===== src/rtl/svc_rv_mmio_console.sv =====
// rtl/svc_rv_mmio_console.sv - MMIO console: byte TX/RX FIFOs behind an SRAM-timed register port
module svc_rv_mmio_console #(
    parameter int FIFO_DEPTH = 16
) (
    input  logic        clk,
    input  logic        rst_n,
    input  logic [31:0] io_raddr,
    output logic [31:0] io_rdata,
    input  logic        io_wen,
    input  logic [31:0] io_waddr,
    input  logic [31:0] io_wdata,
    input  logic [3:0]  io_wstrb,
    output logic        tx_valid,
    output logic [7:0]  tx_data,
    input  logic        tx_ready,
    input  logic        rx_valid,
    input  logic [7:0]  rx_data
);
    localparam int AW = $clog2(FIFO_DEPTH);
    localparam int CW = AW + 1;
    localparam logic [CW-1:0] FULL_COUNT = CW'(FIFO_DEPTH);

    localparam logic [2:0] REG_TX_DATA = 3'd0;
    localparam logic [2:0] REG_RX_DATA = 3'd1;
    localparam logic [2:0] REG_RX_POP  = 3'd2;
    localparam logic [2:0] REG_STATUS  = 3'd3;
    localparam logic [2:0] REG_CTRL    = 3'd4;

    logic [7:0]    tx_mem_q [FIFO_DEPTH];
    logic [7:0]    rx_mem_q [FIFO_DEPTH];
    logic [AW-1:0] tx_wptr_q, tx_wptr_d, tx_rptr_q, tx_rptr_d;
    logic [AW-1:0] rx_wptr_q, rx_wptr_d, rx_rptr_q, rx_rptr_d;
    logic [CW-1:0] tx_count_q, tx_count_d, rx_count_q, rx_count_d;
    logic          tx_ovf_q, tx_ovf_d, rx_ovf_q, rx_ovf_d;
    logic [31:0]   rdata_q, rdata_d;

    logic       tx_full, tx_empty, rx_full, rx_empty;
    logic       tx_push_req, tx_push, tx_pop;
    logic       rx_pop_req, rx_push, rx_pop;
    logic       ovf_clear;
    logic [7:0] rx_head;
    logic [31:0] status;

    assign tx_valid = !tx_empty;
    assign tx_data  = tx_mem_q[tx_rptr_q];
    assign io_rdata = rdata_q;

    always_comb begin
        tx_full  = (tx_count_q == FULL_COUNT);
        tx_empty = (tx_count_q == '0);
        rx_full  = (rx_count_q == FULL_COUNT);
        rx_empty = (rx_count_q == '0);

        tx_push_req = io_wen && (io_waddr[4:2] == REG_TX_DATA) && io_wstrb[0];
        rx_pop_req  = io_wen && (io_waddr[4:2] == REG_RX_POP) && (io_wstrb != 4'b0);
        ovf_clear   = io_wen && (io_waddr[4:2] == REG_CTRL) && io_wstrb[0] && io_wdata[0];

        // A push into a full FIFO is only accepted when the same cycle frees a slot.
        tx_pop  = !tx_empty && tx_ready;
        tx_push = tx_push_req && (!tx_full || tx_pop);
        rx_pop  = rx_pop_req && !rx_empty;
        rx_push = rx_valid && (!rx_full || rx_pop);

        tx_wptr_d  = tx_wptr_q + AW'(tx_push);
        tx_rptr_d  = tx_rptr_q + AW'(tx_pop);
        tx_count_d = tx_count_q + CW'(tx_push) - CW'(tx_pop);
        rx_wptr_d  = rx_wptr_q + AW'(rx_push);
        rx_rptr_d  = rx_rptr_q + AW'(rx_pop);
        rx_count_d = rx_count_q + CW'(rx_push) - CW'(rx_pop);

        // A new overflow wins over a clear in the same cycle.
        tx_ovf_d = (tx_ovf_q && !ovf_clear) || (tx_push_req && !tx_push);
        rx_ovf_d = (rx_ovf_q && !ovf_clear) || (rx_valid && !rx_push);
    end

    always_comb begin
        rx_head = rx_empty ? 8'h00 : rx_mem_q[rx_rptr_q];
        status  = {8'h00, 8'(rx_count_q), 8'(tx_count_q), 2'b00,
                   rx_ovf_q, tx_ovf_q, rx_empty, rx_full, tx_empty, tx_full};
        rdata_d = 32'h0;
        case (io_raddr[4:2])
            REG_RX_DATA: rdata_d = {!rx_empty, 23'h0, rx_head};
            REG_STATUS:  rdata_d = status;
            default:     rdata_d = 32'h0;
        endcase
    end

    always_ff @(posedge clk) begin
        if (tx_push) tx_mem_q[tx_wptr_q] <= io_wdata[7:0];
        if (rx_push) rx_mem_q[rx_wptr_q] <= rx_data;
    end

    always_ff @(posedge clk or negedge rst_n) begin
        if (!rst_n) begin
            tx_wptr_q  <= '0;
            tx_rptr_q  <= '0;
            tx_count_q <= '0;
            rx_wptr_q  <= '0;
            rx_rptr_q  <= '0;
            rx_count_q <= '0;
            tx_ovf_q   <= 1'b0;
            rx_ovf_q   <= 1'b0;
            rdata_q    <= 32'h0;
        end else begin
            tx_wptr_q  <= tx_wptr_d;
            tx_rptr_q  <= tx_rptr_d;
            tx_count_q <= tx_count_d;
            rx_wptr_q  <= rx_wptr_d;
            rx_rptr_q  <= rx_rptr_d;
            rx_count_q <= rx_count_d;
            tx_ovf_q   <= tx_ovf_d;
            rx_ovf_q   <= rx_ovf_d;
            rdata_q    <= rdata_d;
        end
    end
endmodule


===== config.mk =====
export PLATFORM = sky130hd
export DESIGN_NAME = svc_rv_mmio_console
export DESIGN_NICKNAME = d
export VERILOG_FILES = /design/src/rtl/svc_rv_mmio_console.sv
export SDC_FILE = /design/constraint.sdc
export NUM_CORES = 1
export LEC_CHECK = 0
export CORE_MARGIN = 4
export CORE_UTILIZATION = 60
export DETAILED_ROUTE_END_ITERATION = 6
export GPL_TIMING_DRIVEN = 0
export PLACE_DENSITY = 0.89
export SLEW_MARGIN = 20
export SYNTH_ARGS = -nofsm -noshare
export SYNTH_HDL_FRONTEND = slang
export SYNTH_SLANG_ARGS = --single-unit

===== constraint.sdc =====
create_clock -name clk -period 6.3 [get_ports clk]
set_input_delay 1.26 -clock clk [delete_from_list [all_inputs] [get_ports clk]]
set_output_delay 1.26 -clock clk [all_outputs]
set_load 0.005 [all_outputs]

==> run_1/placement_by_type.png <==
Fill, decap, tap and diode cells in gray.
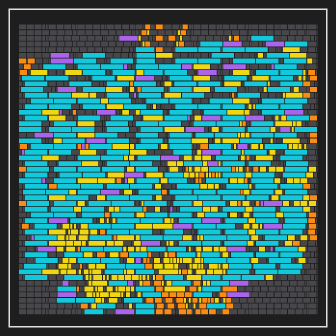
color	class	cells
cyan	sequential cells	303
orange	remaining buffers and delay cells	109
purple	clock drivers and dummy loads	52
yellow	combinational and other logic	326

==> run_1/placement.png <==
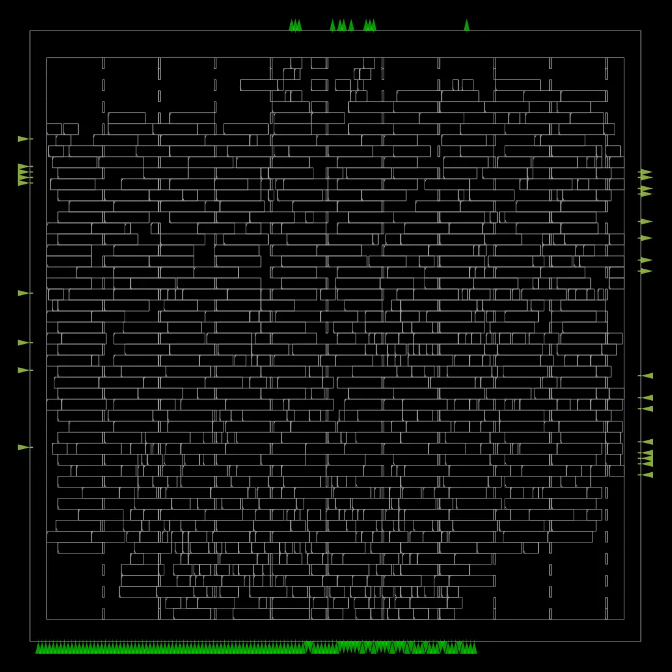
Seq cells: 303
Cell Rows: 51
Core Area: 19,800 um^2
sequential cell area share: 62.0%

==> run_1/io_fan.png <==
Scale bar: 50 um.
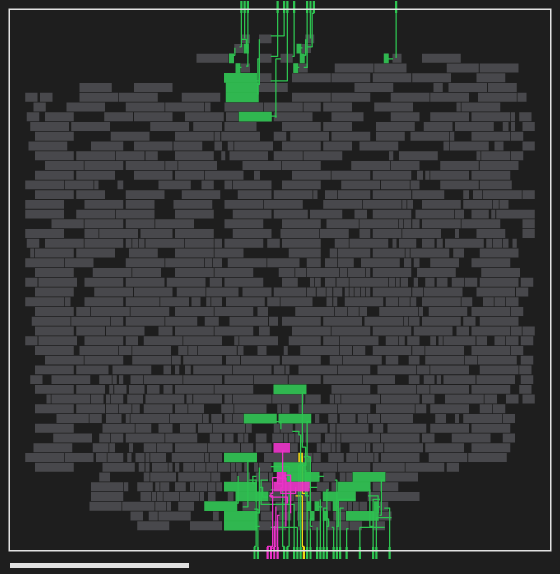
color	port	bits	direction	edge	end cells	wire
yellow	tx_ready	1	input	south	1	29.3 um
green	io_rdata	32	output	21 south, 11 north	32	734 um
magenta	io_wstrb	4	input	south	3	111 um

==> impl_metrics.ini, run 1 <==
; generated from flow reports
[cells_and_area]
sh_comb_area_pct = 22.1
fillCellCount = 1134
buf_share_pct = 6.34
inv_count = 24
logic_area_um2 = 3150
seq_area_um2 = 8860

[timing]
fin_skew_ps = 17.1
hold_viol_final = 0
finalCritPeriodShare_pct = 69.8
post-route-min-period_ps = 4400
setup_viol_count_final = 0
fin_ws_ps = 1900
drv_slew = 0
tns_ps = 0

[yosys]
edf_count = 256
topCellsByArea = edfxtp_1 (63%), dfrtp_1 (9.6%), mux4_2 (7.9%), mux2i_1 (3.6%), ha_1 (2.0%)
synth_cell_types = 55
flop_cell = edfxtp_1
synth_top_area_share_pct = 62.8
async_flop_share_pct = 15.5
yosys_warnings = 0
aoi_share_pct = 3.71
top_cell = edfxtp_1
avgSynthCellArea_um2 = 18.5
yosysChipArea_um2 = 12200
top_area_cell = edfxtp_1

[power_and_ir_drop]
power_switching_share_pct = 29.9
p_seq_w = 0.00247
pwr-share-seq_pct = 41.1
pwr.group.clock_w = 0.00171

[clock_network]
post_cts.repair.setup_buffers = 0
cts.sinks = 303
htreeDepth = 1
cts_tree = done
clk-insertion-delay-late_ps = 540
cts_hold_buf = 0
numCtsBuffers = 28
cts_buffer_depth = 3

[flow_run]
maxCapViolations = 0

[global_route]
antenna_found_initial = 0
grt_use_met3_pct = 3.29
grt_usage_pct = 23.8
grt_pass1_wl_um = 40500

[worst_setup_path]
crit_buf_inv = 4
cp-end-kind = output pin
reg2reg_from = tx_count_q[2]
critPathRequiredTime_ps = 5040
crit_fanout = 10

[placement]
place_worst_setup_slack_ps = 2150
port_buffers = 58
gp_congestion = 0.895

[drt]
drc = 0
avgViaCountPerCell = 6.17
drtPass1Iterations = 5

[die]
die-area_um2 = 22800
fp_util_pct = 61.9
die_x_um = 151

[run_status]
status = finished clean

[hold_path]
hold_class = flip-flop to flip-flop
hold_depth = 1
==> run_1/sizes.png <==
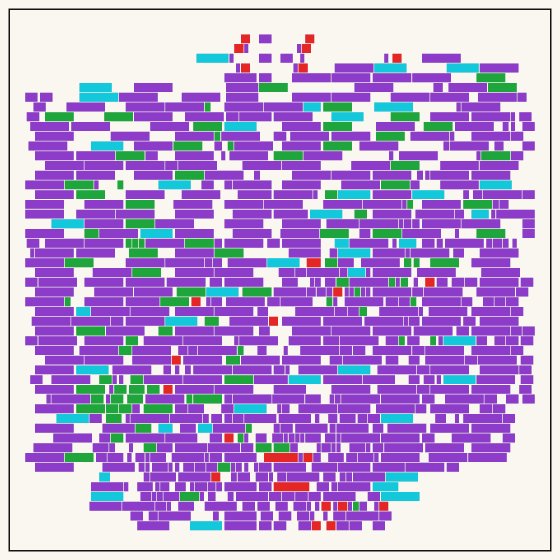

## Run 2: what changed since run 1
--- a/config.mk
+++ b/config.mk
@@ -6,10 +6,10 @@
 export NUM_CORES = 1
 export LEC_CHECK = 0
 export CORE_MARGIN = 4
-export CORE_UTILIZATION = 60
+export CORE_UTILIZATION = 50
 export DETAILED_ROUTE_END_ITERATION = 6
 export GPL_TIMING_DRIVEN = 0
-export PLACE_DENSITY = 0.89
+export PLACE_DENSITY = 0.8
 export SLEW_MARGIN = 20
 export SYNTH_ARGS = -nofsm -noshare
 export SYNTH_HDL_FRONTEND = slang
==> constraint.sdc (replaced) <==
create_clock -name clk -period 3.7 [get_ports clk]
set_input_delay 0.74 -clock clk [delete_from_list [all_inputs] [get_ports clk]]
set_output_delay 0.74 -clock clk [all_outputs]
set_load 0.005 [all_outputs]
==> run_2/sizes.png <==
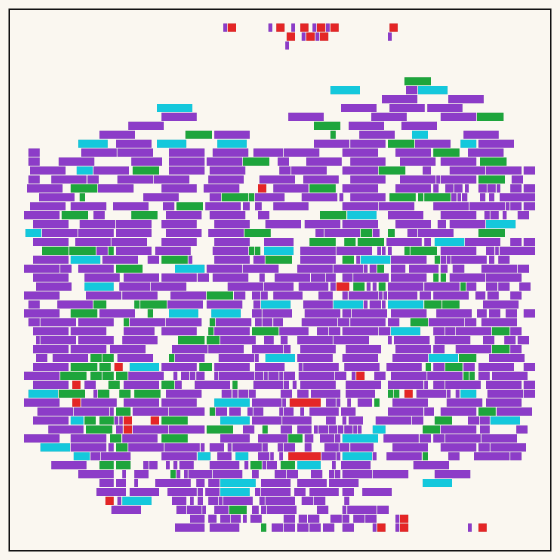
color	size	cells
red	_3 and _4 cells	26
purple	_0 and _1 cells	612
cyan	_6 and larger	45
green	_2 cells	114

==> impl_metrics.ini, run 2 <==
; generated from flow reports
[global_route]
grt_use_met3_pct = 2.99
grt_usage_pct = 18.9
antenna_found_initial = 0
busiest_layer = met2
grt_util_met1_pct = 25.3
grt_pass1_wl_um = 38400
grt_pass1_vias = 6405
grt_overflow = 0

[yosys]
flop_cell = edfxtp_1
top_area_cell = edfxtp_1
avgSynthCellArea_um2 = 18.5
synth_cell_types = 55
synth.area.mux_share_pct = 12.7
top_cell = edfxtp_1
aoi_share_pct = 3.71
fa_ha_area_share_pct = 2.37
yosysChipArea_um2 = 12200
synth_area_um2 = 12200
netlist_top_cells_count = edfxtp_1 (256), dfrtp_1 (47), mux2i_1 (44), mux4_2 (43), inv_1 (23)
synth_top_area_share_pct = 62.8
ys.flops = 303
xor_share_pct = 1.14
yosys_warnings = 0
edf_count = 256
netlist_instances = 663
async_flop_share_pct = 15.5
topCellsByArea = edfxtp_1 (63%), dfrtp_1 (9.6%), mux4_2 (7.9%), mux2i_1 (3.6%), ha_1 (2.0%)

[timing]
drv_slew = 0
finalCritPeriodShare_pct = 100
setup_viol_count_final = 0
tns_ps = 0
hold_viol_final = 0
slew_headroom_pct = 43.3
rsz0062_at_grt = yes
fin_ws_ps = 1.22
tightestPinTransition_ps = 846
fin_skew_ps = 11.6
post-route-min-period_ps = 3700

[power_and_ir_drop]
maxPowerGroup = registers
pwr.group.clock_w = 0.00311
comb_power_share_pct = 30.2
internal-power_w = 0.00737
p_switching_w = 0.00309
pwr-share-seq_pct = 40.1
powerDensity_nw_per_um2 = 720
combinationalPower_w = 0.00316
p_seq_w = 0.00420
power_switching_share_pct = 29.5

[die]
fp_util_pct = 50.6
die-area_um2 = 27100
core_area_um2 = 24200
io_pins = 154
die_x_um = 164
rows = 57
num_tap_cells = 324

[placement]
gp_congestion = 0.835
port_buffers = 58
place_hpwl_um = 17100
place_worst_setup_slack_ps = 113

[worst_setup_path]
cp_slowest_cell = clkdlybuf4s50_1
cp.arrival_ps = 2960
r2r_setup_slack_ps = 500
reg2reg_from = tx_count_q[3]
cp-end-kind = output pin
critical-path-top-delay-family = buffers and inverters
r2r-end = tx_count_q[4]
crit_path_start_kind = flip-flop
crit_fanout = 10
critPathRequiredTime_ps = 2960
crit_buf_inv = 3
criticalPathCategory = flip-flop to output pin
cp_cell_sequence = clkbuf_1, inv_1, a221oi_1, a22oi_1, nand2_1, clkdlybuf4s50_1
worstRegToRegCells = 14

[clock_network]
clk-insertion-delay-late_ps = 530
path_clk_slew_ps = 60
post_cts.repair.setup_buffers = 0
cts_tree = done
numCtsBuffers = 29
ctsResizeCount = 1
cts_hold_buf = 0
cts.sinks = 303
htreeDepth = 1
cts_buffer_depth = 3

[cells_and_area]
inv_count = 24
seq_area_um2 = 8860
antenna_cells = 0
num-nonclk-buffers = 115
sh_comb_area_pct = 22.1
sh_seq_area_pct = 61.0
nets = 910
logic_area_um2 = 3220
final-clk-cell-share_pct = 7.01
areaGrowthSynthToFinish_pct = 18.7
final_common_cell = edfxtp_1
nFlopsAndLatches = 303
final.clkbuf_count = 40
buf_share_pct = 6.50
fillCellCount = 1665
comb_cells = 302

[flow_run]
warnings = 111
maxCapViolations = 0

[drt]
drc = 0
drtPass1Iterations = 6
routedWlPerCell_um = 22.6
wl_met1_um = 10000
highest_layer = met4
drt_iter0_drc = 662
drt-total-wl_um = 25300
avgViaCountPerCell = 5.65
dr_wl_met3_um = 1620

[run_status]
status = finished clean

[hold_path]
hold_class = input pin to async pin
Power figures rest on the tool's default switching activity, not on a simulated workload.
